===== config.mk =====
export PLATFORM = sky130hd
export DESIGN_NAME = conv_strip_engine_flat
export DESIGN_NICKNAME = d
export VERILOG_FILES = /design/src/rtl/conv_strip_if.sv /design/src/rtl/conv_strip_engine.sv /design/src/flat_wrapper.sv
export SDC_FILE = /design/constraint.sdc
export NUM_CORES = 1
export LEC_CHECK = 0
export CAP_MARGIN = 20
export CELL_PAD_IN_SITES_DETAIL_PLACEMENT = 1
export CELL_PAD_IN_SITES_GLOBAL_PLACEMENT = 2
export CORE_MARGIN = 4
export CORE_UTILIZATION = 51
export DETAILED_ROUTE_END_ITERATION = 7
export HOLD_SLACK_MARGIN = 0.1
export PLACE_DENSITY_LB_ADDON = 0.12
export SYNTH_ARGS = -nofsm -noshare
export SYNTH_HDL_FRONTEND = slang
export SYNTH_SLANG_ARGS = --single-unit
export TNS_END_PERCENT = 20

===== constraint.sdc =====
create_clock -name clk -period 12.85 [get_ports clk]
set_input_delay 2.57 -clock clk [delete_from_list [all_inputs] [get_ports clk]]
set_output_delay 2.57 -clock clk [all_outputs]
set_load 0.01 [all_outputs]

===== src/rtl/conv_strip_if.sv =====
// Pixel-fetch and result-stream signals of the strip convolution engine.
// The master side is the engine; the slave side is the BRAM and result consumer.
interface conv_strip_if #(
  parameter int DATA_W = 9,
  parameter int OUT_W  = 16,
  parameter int ADDR_W = 16
);
  logic        [ADDR_W-1:0] fm_addr;
  logic signed [DATA_W-1:0] fm_rdata;
  logic                     out_valid;
  logic                     out_ready;
  logic signed [OUT_W-1:0]  out_data;
  logic                     out_last;

  modport master (
    output fm_addr, out_valid, out_data, out_last,
    input  fm_rdata, out_ready
  );

  modport slave (
    input  fm_addr, out_valid, out_data, out_last,
    output fm_rdata, out_ready
  );
endinterface


===== src/rtl/conv_strip_engine.sv =====
// KxK signed convolution over one strip: one tap fetched per cycle, a sequential MAC,
// optional ReLU plus saturation, and results streamed over a valid/ready port.
module conv_strip_engine #(
  parameter int K      = 3,
  parameter int IMG_W  = 224,
  parameter int IMG_H  = 30,
  parameter int STRIDE = 1,
  parameter int DATA_W = 9,
  parameter int KER_W  = 9,
  parameter int ACC_W  = 32,
  parameter int OUT_W  = 16,
  parameter int ADDR_W = 16
) (
  input  logic                    clk,
  input  logic                    reset,
  input  logic                    k_we,
  input  logic [5:0]              k_idx,
  input  logic signed [KER_W-1:0] k_data,
  input  logic                    start,
  input  logic                    relu_en,
  conv_strip_if.master            bus,
  output logic                    busy,
  output logic                    done
);

  localparam int OW     = (IMG_W - K) / STRIDE + 1;
  localparam int OH     = (IMG_H - K) / STRIDE + 1;
  localparam int PROD_W = DATA_W + KER_W;
  localparam logic [5:0] LAST_TAP = 6'(K * K - 1);
  localparam logic [5:0] LAST_KX  = 6'(K - 1);
  localparam logic [5:0] NUM_TAPS = 6'(K * K);
  localparam logic [ADDR_W-1:0] ROW_STEP = ADDR_W'(STRIDE * IMG_W);
  localparam logic [ADDR_W-1:0] COL_STEP = ADDR_W'(STRIDE);
  localparam logic [ADDR_W-1:0] TAP_ROW  = ADDR_W'(IMG_W);
  localparam logic [ADDR_W-1:0] LAST_OX  = ADDR_W'(OW - 1);
  localparam logic [ADDR_W-1:0] LAST_OY  = ADDR_W'(OH - 1);
  localparam longint SMAX = (longint'(1) <<< (OUT_W - 1)) - 1;
  localparam logic signed [ACC_W-1:0] SAT_MAX = ACC_W'(SMAX);
  localparam logic signed [ACC_W-1:0] SAT_MIN = ACC_W'(-SMAX - 1);

  typedef enum logic [2:0] {IDLE, FETCH, DRAIN, OUT, DONE} state_t;

  state_t state, next_state;

  logic signed [KER_W-1:0]  coeff [64];
  logic        [5:0]        tap, kx, mac_idx;
  logic                     mac_en, relu_q, last_win;
  logic        [ADDR_W-1:0] row_off, row_base, col_base, ox, oy;
  logic signed [ACC_W-1:0]  acc, prod_ext;
  logic signed [PROD_W-1:0] prod;
  logic signed [OUT_W-1:0]  sat;

  // Coefficients survive reset so a restarted strip reuses the loaded kernel.
  always_ff @(posedge clk) begin
    if (state == IDLE && k_we && k_idx < NUM_TAPS)
      coeff[k_idx] <= k_data;
  end

  always_ff @(posedge clk or posedge reset) begin
    if (reset) state <= IDLE;
    else       state <= next_state;
  end

  always_comb begin
    next_state = state;
    unique case (state)
      IDLE:  if (start) next_state = FETCH;
      FETCH: if (tap == LAST_TAP) next_state = DRAIN;
      DRAIN: next_state = OUT;
      OUT:   if (bus.out_ready) next_state = last_win ? DONE : FETCH;
      DONE:  next_state = IDLE;
    endcase
  end

  assign last_win = (ox == LAST_OX) && (oy == LAST_OY);
  assign prod     = bus.fm_rdata * coeff[mac_idx];
  assign prod_ext = {{(ACC_W - PROD_W){prod[PROD_W-1]}}, prod};

  // Tap data returns one cycle after its address, so the MAC runs one step behind FETCH.
  always_ff @(posedge clk or posedge reset) begin
    if (reset) begin
      tap      <= '0;
      kx       <= '0;
      row_off  <= '0;
      row_base <= '0;
      col_base <= '0;
      ox       <= '0;
      oy       <= '0;
      acc      <= '0;
      mac_en   <= 1'b0;
      mac_idx  <= '0;
      relu_q   <= 1'b0;
    end else begin
      mac_en  <= (state == FETCH);
      mac_idx <= tap;
      if (state == FETCH && tap == '0) acc <= '0;
      else if (mac_en)                 acc <= acc + prod_ext;
      case (state)
        IDLE: if (start) begin
          relu_q   <= relu_en;
          tap      <= '0;
          kx       <= '0;
          row_off  <= '0;
          row_base <= '0;
          col_base <= '0;
          ox       <= '0;
          oy       <= '0;
        end
        FETCH: if (tap == LAST_TAP) begin
          tap     <= '0;
          kx      <= '0;
          row_off <= '0;
        end else begin
          tap <= tap + 6'd1;
          if (kx == LAST_KX) begin
            kx      <= '0;
            row_off <= row_off + TAP_ROW;
          end else begin
            kx <= kx + 6'd1;
          end
        end
        OUT: if (bus.out_ready && !last_win) begin
          if (ox == LAST_OX) begin
            ox       <= '0;
            col_base <= '0;
            oy       <= oy + 1'b1;
            row_base <= row_base + ROW_STEP;
          end else begin
            ox       <= ox + 1'b1;
            col_base <= col_base + COL_STEP;
          end
        end
        default: ;
      endcase
    end
  end

  always_comb begin
    sat = acc[OUT_W-1:0];
    if (relu_q && acc < 0)  sat = '0;
    else if (acc > SAT_MAX) sat = SAT_MAX[OUT_W-1:0];
    else if (acc < SAT_MIN) sat = SAT_MIN[OUT_W-1:0];
  end

  assign bus.fm_addr   = row_base + col_base + row_off + ADDR_W'(kx);
  assign bus.out_valid = (state == OUT);
  assign bus.out_data  = sat;
  assign bus.out_last  = (state == OUT) && last_win;
  assign busy          = (state != IDLE);
  assign done          = (state == DONE);

endmodule


===== src/flat_wrapper.sv =====
// flat-port wrapper written by rule: the top's interface ports become plain ports
module conv_strip_engine_flat 
#(
  parameter int K      = 3,
  parameter int IMG_W  = 224,
  parameter int IMG_H  = 30,
  parameter int STRIDE = 1,
  parameter int DATA_W = 9,
  parameter int KER_W  = 9,
  parameter int ACC_W  = 32,
  parameter int OUT_W  = 16,
  parameter int ADDR_W = 16
)
  (clk, reset, k_we, k_idx, k_data, start, relu_en, busy, done, bus_fm_addr, bus_out_valid, bus_out_data, bus_out_last, bus_fm_rdata, bus_out_ready);
  conv_strip_if #(.DATA_W(DATA_W), .OUT_W(OUT_W), .ADDR_W(ADDR_W)) bus_i ();
  input  logic clk;
  input  logic reset;
  input  logic k_we;
  input  logic [5:0] k_idx;
  input  logic signed [KER_W-1:0] k_data;
  input  logic start;
  input  logic relu_en;
  output logic busy;
  output logic done;
  output wire logic [$bits(bus_i.fm_addr)-1:0] bus_fm_addr;
  output wire logic [$bits(bus_i.out_valid)-1:0] bus_out_valid;
  output wire logic [$bits(bus_i.out_data)-1:0] bus_out_data;
  output wire logic [$bits(bus_i.out_last)-1:0] bus_out_last;
  input wire logic [$bits(bus_i.fm_rdata)-1:0] bus_fm_rdata;
  input wire logic [$bits(bus_i.out_ready)-1:0] bus_out_ready;
  assign bus_fm_addr = bus_i.fm_addr;
  assign bus_out_valid = bus_i.out_valid;
  assign bus_out_data = bus_i.out_data;
  assign bus_out_last = bus_i.out_last;
  assign bus_i.fm_rdata = bus_fm_rdata;
  assign bus_i.out_ready = bus_out_ready;
  conv_strip_engine #(.K(K), .IMG_W(IMG_W), .IMG_H(IMG_H), .STRIDE(STRIDE), .DATA_W(DATA_W), .KER_W(KER_W), .ACC_W(ACC_W), .OUT_W(OUT_W), .ADDR_W(ADDR_W)) u_core (.clk(clk), .reset(reset), .k_we(k_we), .k_idx(k_idx), .k_data(k_data), .start(start), .relu_en(relu_en), .bus(bus_i), .busy(busy), .done(done));
endmodule

Fig. 1: run 1, signal wires on met2
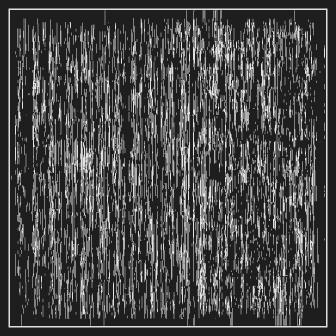
2,800 nets have wire on it. The layer holds 52% of the routed length. The layer carries 37.1 mm of wire. The longest straight run is 117 um. The wires run mostly vertical.

Fig. 2: run 1, local utilization
Scale bar: 100 um. 27 x 27 tiles, from black (low) to pale yellow (high), 0 to 100% covered.
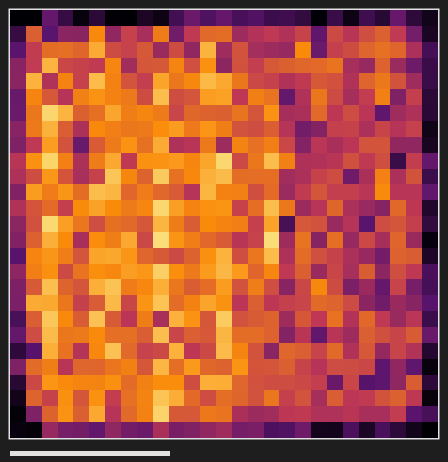
1.4% of the tiles are nearly empty. The mean over all tiles is 55%. 16% of the tiles are over 75% full. The fullest tile reaches 93%.

Fig. 3: run 1, routing congestion
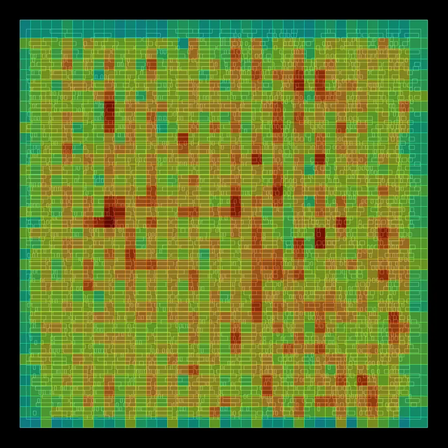
met1 Use GR: 26.85%
grt met2 use: 37.33%
GRT Overall Usage: 20.86%
final core occ: 60.79%

==> job_summary.md, run 1 <==
## Synthesis and layout report

| Metric | Value |
|---|---|
| Status | `completed` |
| F_max | `101.1 MHz` |
| Final min period | `9.889 ns` |
| Measured slew at the worst slew-check pin | `1.089 ns` |
| Final Instance Area | `40,180 um^2` |
| Nets | `3,057` |
| RSZ-0062 raised after global routing | `no` |
| Fill count | `6,334` |
| Yosys warnings | `0` |
| Area occupied by multi-input gates | `14,440 um^2` |
| HP Class | `reg2reg` |
| Detailed-route vias per instance | `5.118` |
| DR DRC count | `0` |
| Layout cells sized above 1 | `12.25%` |
| Post-CTS setup buffers | `0` |
| Clock Skews | `0.02667 ns` |
| Post-synthesis cell count | `2,192` |
| CTS tree | `built` |
| H-tree depth | `3` |
| Final hold vios | `0` |
| First-pass GRT wire length | `115.8 mm` |
| Post-synthesis cell type count | `67` |
| Area Growth Syn to Fin | `17.37%` |
| CP max FO | `40` |
| Worst EP required | `13.39 ns` |
| OpenROAD warning count | `32` |
| Register area | `20,430 um^2` |
| Post-DP Area | `37,690 um^2` |
| Final wirelength | `70.92 mm` |
| Rows | `94` |
| Clk sinks | `701` |
| Max clock buf depth | `3` |
| Num CTS Buffers | `76` |
| Post-CTS Hold Fix Bufs | `0` |
| Detailed Place HPWL | `47.14 mm` |
| Port Buffers | `65` |
| Ant. Diodes | `0` |
| Ys flops | `701` |
| Yosys cell count | `2,192` |
| Placer Congestion | `0.8086` |
| Clock transition at path regs | `0.06 ns` |
| Placed cells | `3,570` |
| Commonest Layout Cell | `edfxtp_1` |
| Final Max Tran Viols | `0` |
| Total I/O pin count | `66` |
| GRT overflow | `0` |
| Mean area per synthesized cell | `15.62 um^2` |
| Async SR Flop Fraction | `17.83%` |
| Die H | `267.1 um` |
| Worst setup EP type | `register` |
| Latest clock arrival within the worst-skew pair | `0.63 ns` |
| Crit Path Class | `reg2reg` |
| Sequential-to-total area share from yosys stat | `59.66%` |
| Initial antenna violation count | `2` |
| Final ANT Viol Nets | `0` |
| Final std cells w/o fill | `3,713` |
| Crit start category | `register` |
| Max-cap violations | `0` |
| Root buf cell | `clkbuf_16` |
| Fp_density | `51.79%` |
| Die ar. | `71,340 um^2` |
| Post-CTS resize count | `0` |
| Number of global-route vias before repair | `21,310` |
| DR WL/cell | `19.10 um` |
## run 1: sequential cells by signal, indices dropped and copies added, names as in the netlist
name,cells
u_core.col_base,16
u_core.relu_q,1
u_core.row_off,11
u_core.oy,16
u_core.state,3
u_core.ox,16
u_core.tap,6
u_core.row_base,11
u_core.coeff,576
u_core.mac_idx,6
u_core.mac_en,1
u_core.acc,32
u_core.kx,6
## run 1: metrics by stage
step                hold WS (ns)  worst slack (ns)
finish                    0.4434             2.961
global route              0.4527             2.316
CTS                       0.4387             2.859
detailed placement        0.4184             2.865
global placement          0.4103             3.138
floorplan                 0.3519             4.331
## run 1: Yosys cell counts (44+ instances only)
cell type    n  share of area, %
inv_1      242               2.7
nand2_1    105               1.2
mux4_2     188                12
o21ai_0     49              0.72
edfxtp_1   576                51
ha_1       111               4.1
fa_1       130               7.6
xnor2_1     44               1.1
and2_1      45              0.82
a21oi_1     51              0.75
dfrtp_1    125               9.1
xor2_1      48               1.2
nor2_1     159               1.7
## run 1: cell families (layout without fill, tap and decap cells)
logic type	after synthesis	in the layout	synth area share, %
simple gates	449	449	6.206
mux	213	213	13.11
fa+ha+maj	241	241	11.66
buf+inv	313	472	3.658
compound gates	181	181	3.333
flops	701	701	59.66
xor+xnor	92	92	2.354
other cells	2	500	0.02194
## run 1: path summary, 6_finish.rpt
path / start / end / slack [ns] / cells after the start
worst max-delay path: u_core.mac_idx[0] / u_core.acc[31] / 2.96 / 24
worst min-delay path: u_core.tap[5] / u_core.mac_idx[5] / 0.44 / 0
worst max register to register: u_core.mac_idx[0] / u_core.acc[31] / 2.96 / 24
worst min register to register: u_core.tap[5] / u_core.mac_idx[5] / 0.44 / 0
max in group asynchronous: reset / u_core.oy[0] / 9.27 / 4
min in group asynchronous: reset / u_core.acc[27] / 2.42 / 2
## run 1: metal layers
| metal | part of all wire [%] | track usage, % | vias to the layer above |
|---|---|---|---|
| li1 | - | - | 8745 |
| met2 | 52 | 37.33 | 281 |
| met4 | 2.2 | 5.126 | 0 |
| met3 | 3.2 | 3.574 | 95 |
| met5 | 0 | 0 | - |
| met1 | 42 | 26.85 | 9882 |
## run 1: critical path, stage by stage (launching register included)
cell and delay, ns:
dfrtp_4 0.72, buf_4 0.74, mux4_2 0.61, mux4_2 0.49, mux4_2 0.64, and2_1 0.25
fa_1 0.73, inv_1 0.12, fa_1 0.62, fa_1 0.76, inv_1 0.42, fa_1 0.65
inv_1 0.06, fa_1 0.55, inv_1 0.05, ha_1 0.34, and2_1 0.20, a221oi_1 0.27
nand2_1 0.11, a41oi_2 0.26, o21ai_2 0.15, o211ai_1 0.23, a21oi_1 0.13, or4_1 0.48
a21oi_1 0.15
## run 1: final cells by class
cell class | count | share of cell area [%]
inverters | 243 | 2.276
multi-input cells | 1676 | 35.94
clock buffers | 98 | 5.091
repair buffers | 88 | 2.120
flip-flops and latches | 701 | 50.85
clock inverters | 43 | 1.024
well taps | 864 | 2.690
Fig. 4: run 1, routed metal per tile
Scale bar: 100 um. 27 x 27 tiles, from black (low) to pale yellow (high), scaled to the fullest tile. Values are wire area over tile area, all layers added.
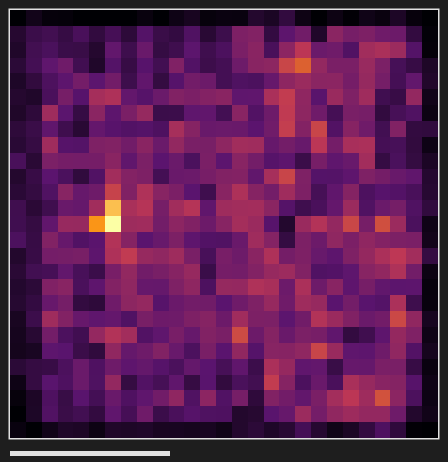

==> run 1 -> run 2 <==
--- a/config.mk
+++ b/config.mk
@@ -9,7 +9,7 @@
 export CELL_PAD_IN_SITES_DETAIL_PLACEMENT = 1
 export CELL_PAD_IN_SITES_GLOBAL_PLACEMENT = 2
 export CORE_MARGIN = 4
-export CORE_UTILIZATION = 51
+export CORE_UTILIZATION = 47
 export DETAILED_ROUTE_END_ITERATION = 7
 export HOLD_SLACK_MARGIN = 0.1
 export PLACE_DENSITY_LB_ADDON = 0.12
==> constraint.sdc (replaced) <==
create_clock -name clk -period 9.9 [get_ports clk]
set_input_delay 1.98 -clock clk [delete_from_list [all_inputs] [get_ports clk]]
set_output_delay 1.98 -clock clk [all_outputs]
set_load 0.01 [all_outputs]
Fig. 5: run 2, routed metal per tile
Scale bar: 100 um. 28 x 28 tiles, from black (low) to pale yellow (high), scaled to the fullest tile. Values are wire area over tile area, all layers added.
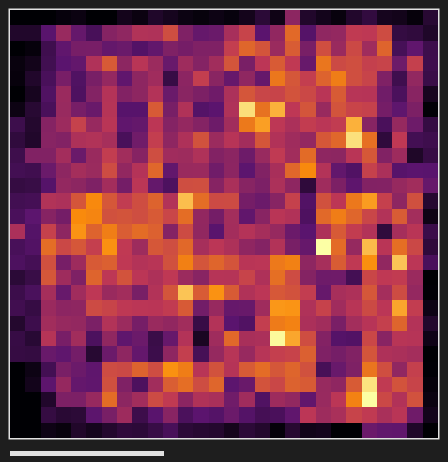
The fullest tile reaches 0.36. 3.8% of the tiles are nearly empty. The mean over all tiles is 0.14.

==> run 2 against run 1 <==
Net effect:
- worst hold slack better by 0.019 ns
- count of clock-buffer cells in the layout shrank 6
- global-route usage is 2.2 points lower
- fmax rose by 8.6%
- non-clock buffer count is 10 higher
- critical path depth down 2
- critical path type unchanged
- largest cell class unchanged
- highest routed layer is now met5
==> job_summary.md, run 2 <==
## Synthesis and layout report

| Metric | Value |
|---|---|
| Clock Skews | `0.04136 ns (+0.01469 ns)` |
| Placer Congestion | `0.7622 (-5.7%)` |
| Rows | `98 (+4.3%)` |
| Min-delay src | `u_core.tap[1]` |
| Mean area per synthesized cell | `15.62 um^2 (unchanged)` |
| Yosys warnings | `0 (unchanged)` |
| HP Class | `reg2reg` |
| Final hold vios | `0 (unchanged)` |
| OpenROAD warning count | `30 (-6.3%)` |
| Post-synthesis cell count | `2,192 (unchanged)` |
| Measured slew at the worst slew-check pin | `1.023 ns (-0.06624 ns)` |
| Final ANT Viol Nets | `0 (unchanged)` |
| Yosys cell count | `2,192 (unchanged)` |
| Die ar. | `77,220 um^2 (+8.3%)` |
| Worst setup EP type | `register` |
| Port Buffers | `65 (unchanged)` |
| Setup ws final | `0.7965 ns (-2.165 ns)` |
| Synth area leader | `edfxtp_1` |
| RSZ-0062 raised after global routing | `no` |
| Final Max Tran Viols | `0 (unchanged)` |
| Fp_density | `47.65% (-4.1 points)` |
| Die H | `277.9 um (+4.0%)` |
| R2r endpoint | `u_core.acc[30]` |
| Top cells by count, synth | `576 x edfxtp_1, 242 x inv_1, 188 x mux4_2, 159 x nor2_1, 130 x fa_1` |
| Hold Crit Depth | `0 (unchanged)` |
| Fill count | `7,028 (+11%)` |
| Yosys top cell by instances | `edfxtp_1` |
| CP max FO | `31 (-23%)` |
| Slowest CP cell | `fa_1` |
| Nets | `3,068 (+0.36%)` |
| Sequential-to-total area share from yosys stat | `59.66% (unchanged)` |
| F_max | `109.8 MHz (+8.6%)` |
| Worst path cell trace | `buf_12, mux4_2, mux4_2, mux4_2, and2_1, fa_1, inv_1, fa_1, fa_1, fa_1, fa_1, inv_1, ha_1, and3_1, or3b_1, o211ai_2, a31oi_1, or3b_1, a311oi_2, a31oi_1, xor2_1, o22ai_1` |
| Max-cap violations | `0 (unchanged)` |
| Ys flops | `701 (unchanged)` |
| Top cells, area | `edfxtp_1 51%, mux4_2 12%, dfrtp_1 9.1%` |
| Layout cells sized above 1 | `12.47% (+0.22 points)` |
| Cells on worst reg2reg path | `22 (-8.3%)` |
| Largest regs | `u_core.coeff: 576 flops, u_core.acc: 32 flops` |
| Post-CTS Hold Fix Bufs | `0 (unchanged)` |
| Post-CTS resize count | `0 (unchanged)` |
| First-pass GRT wire length | `114.9 mm (-0.80%)` |
| DR DRC count | `0 (unchanged)` |
| R2r setup slk | `0.80 ns (-2.16 ns)` |
| Detailed Place HPWL | `47.77 mm (+1.3%)` |
| Total I/O pin count | `66 (unchanged)` |
| Async SR Flop Fraction | `17.83% (unchanged)` |
| H-tree depth | `3 (unchanged)` |
| GRT overflow | `0 (unchanged)` |
| Post-CTS setup buffers | `0 (unchanged)` |
| Largest Register | `u_core.coeff` |
| Status | `completed` |
| GRT Overall Usage | `18.68% (-2.2 points)` |
| Clk sinks | `701 (unchanged)` |
| CP peak stage delay | `0.73 ns (-0.03 ns)` |
| Number of global-route vias before repair | `21,120 (-0.89%)` |
| Detailed-route vias per instance | `4.999 (-2.3%)` |
| WHS Endpoint | `u_core.mac_idx[1]` |
| Largest register FFs | `576 (unchanged)` |
| Ant. Diodes | `0 (unchanged)` |
| Commonest Layout Cell | `edfxtp_1` |
| Initial antenna violation count | `3 (+1)` |
| Latest clock arrival within the worst-skew pair | `0.62 ns (about the same)` |
| CTS tree | `built` |
| DR WL/cell | `18.48 um (-3.3%)` |
| Dominant cell area share | `50.52% (unchanged)` |
| Final min period | `9.104 ns (-0.7854 ns)` |
| Clock transition at path regs | `0.06 ns (about the same)` |
| Crit start category | `register` |
| Area Growth Syn to Fin | `18.23%` |
| Worst EP required | `10.35 ns (-3.04 ns)` |
| Post-synthesis cell type count | `67 (unchanged)` |
| Post-Place Setup Slack | `0.7106 ns (-2.155 ns)` |
Fig. 6: run 2, local utilization
Scale bar: 100 um. 28 x 28 tiles, from black (low) to pale yellow (high), 0 to 100% covered.
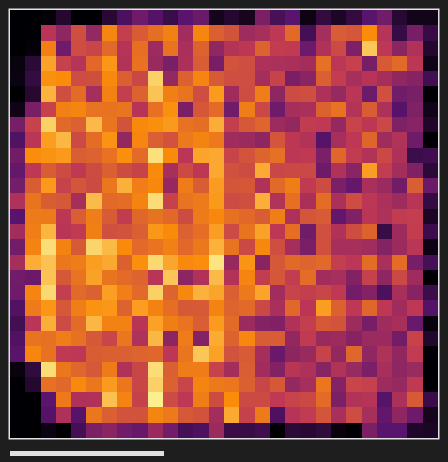
11% of the tiles are over 75% full. The fullest tile reaches 97%. The mean over all tiles is 51%. 3.3% of the tiles are nearly empty.

-- run 2: cell type report --
| cell class | count | share of cell area, % |
|---|---|---|
| Tap cell | 950 | 2.937 |
| Multi-Input combinational cell | 1676 | 35.69 |
| Sequential cell | 701 | 50.49 |
| Clock inverter | 44 | 1.119 |
| Timing Repair Buffer | 98 | 2.507 |
| Clock buffer | 92 | 5.005 |
| Inverter | 243 | 2.260 |
-- run 2: how the worst max path moves through the flow --
stage | depth (start not counted) | to | slack, ns
detailed placement | 24 | u_core.acc[30] | 0.71
CTS | 24 | u_core.acc[30] | 0.69
floorplan | 25 | u_core.acc[31] | 1.58
global route | 26 | u_core.acc[31] | 0.19
finish | 22 | u_core.acc[30] | 0.80
global placement | 24 | u_core.acc[30] | 0.95
-- run 2: cell families (layout without fill, tap and decap cells) --
logic type | after synthesis | count (layout) | synth area share (%)
other | 2 | 500 | 0.02194
buffers and inverters | 313 | 477 | 3.658
XOR/XNOR | 92 | 92 | 2.354
AND/OR/NAND/NOR | 449 | 449 | 6.206
adder cells (fa/ha/maj) | 241 | 241 | 11.66
AND-OR/OR-AND | 181 | 181 | 3.333
flip-flops | 701 | 701 | 59.66
multiplexers | 213 | 213 | 13.11
-- run 2: layer usage --
layer / track usage [%] / wire length [um] / vias to the layer above
li1: - / - / 8773
met1: 24.87 / 30300 / 9907
met2: 32.76 / 36230 / 242
met3: 2.760 / 2283 / 94
met4: 4.263 / 1465 / 2
met5: 0 / 10 / -
-- run 2: stage by stage --
stage	cell area [um^2]	hold WS [ns]	util (%)	std cells
6_report	40480	0.4620	56.33	3804
5_1_grt	40480	0.4791	56.33	3804
4_1_cts	40440	0.4556	56.28	3802
3_5_place_dp	37960	0.4292	52.83	3666
3_3_place_gp	37960	0.4431	52.83	3666
2_1_floorplan	36100	0.3519	-	2690
-- run 2: worst max-delay path, delay by kind of cell (launching register included) --
| family | cells | cell delay [ns] |
|---|---|---|
| adder cells (fa/ha/maj) | 6 | 3.55 |
| multiplexers | 3 | 1.70 |
| AND/OR/NAND/NOR | 4 | 1.34 |
| AND-OR/OR-AND | 5 | 0.98 |
| flip-flops | 1 | 0.64 |
| buffers and inverters | 3 | 0.48 |
| XOR/XNOR | 1 | 0.17 |
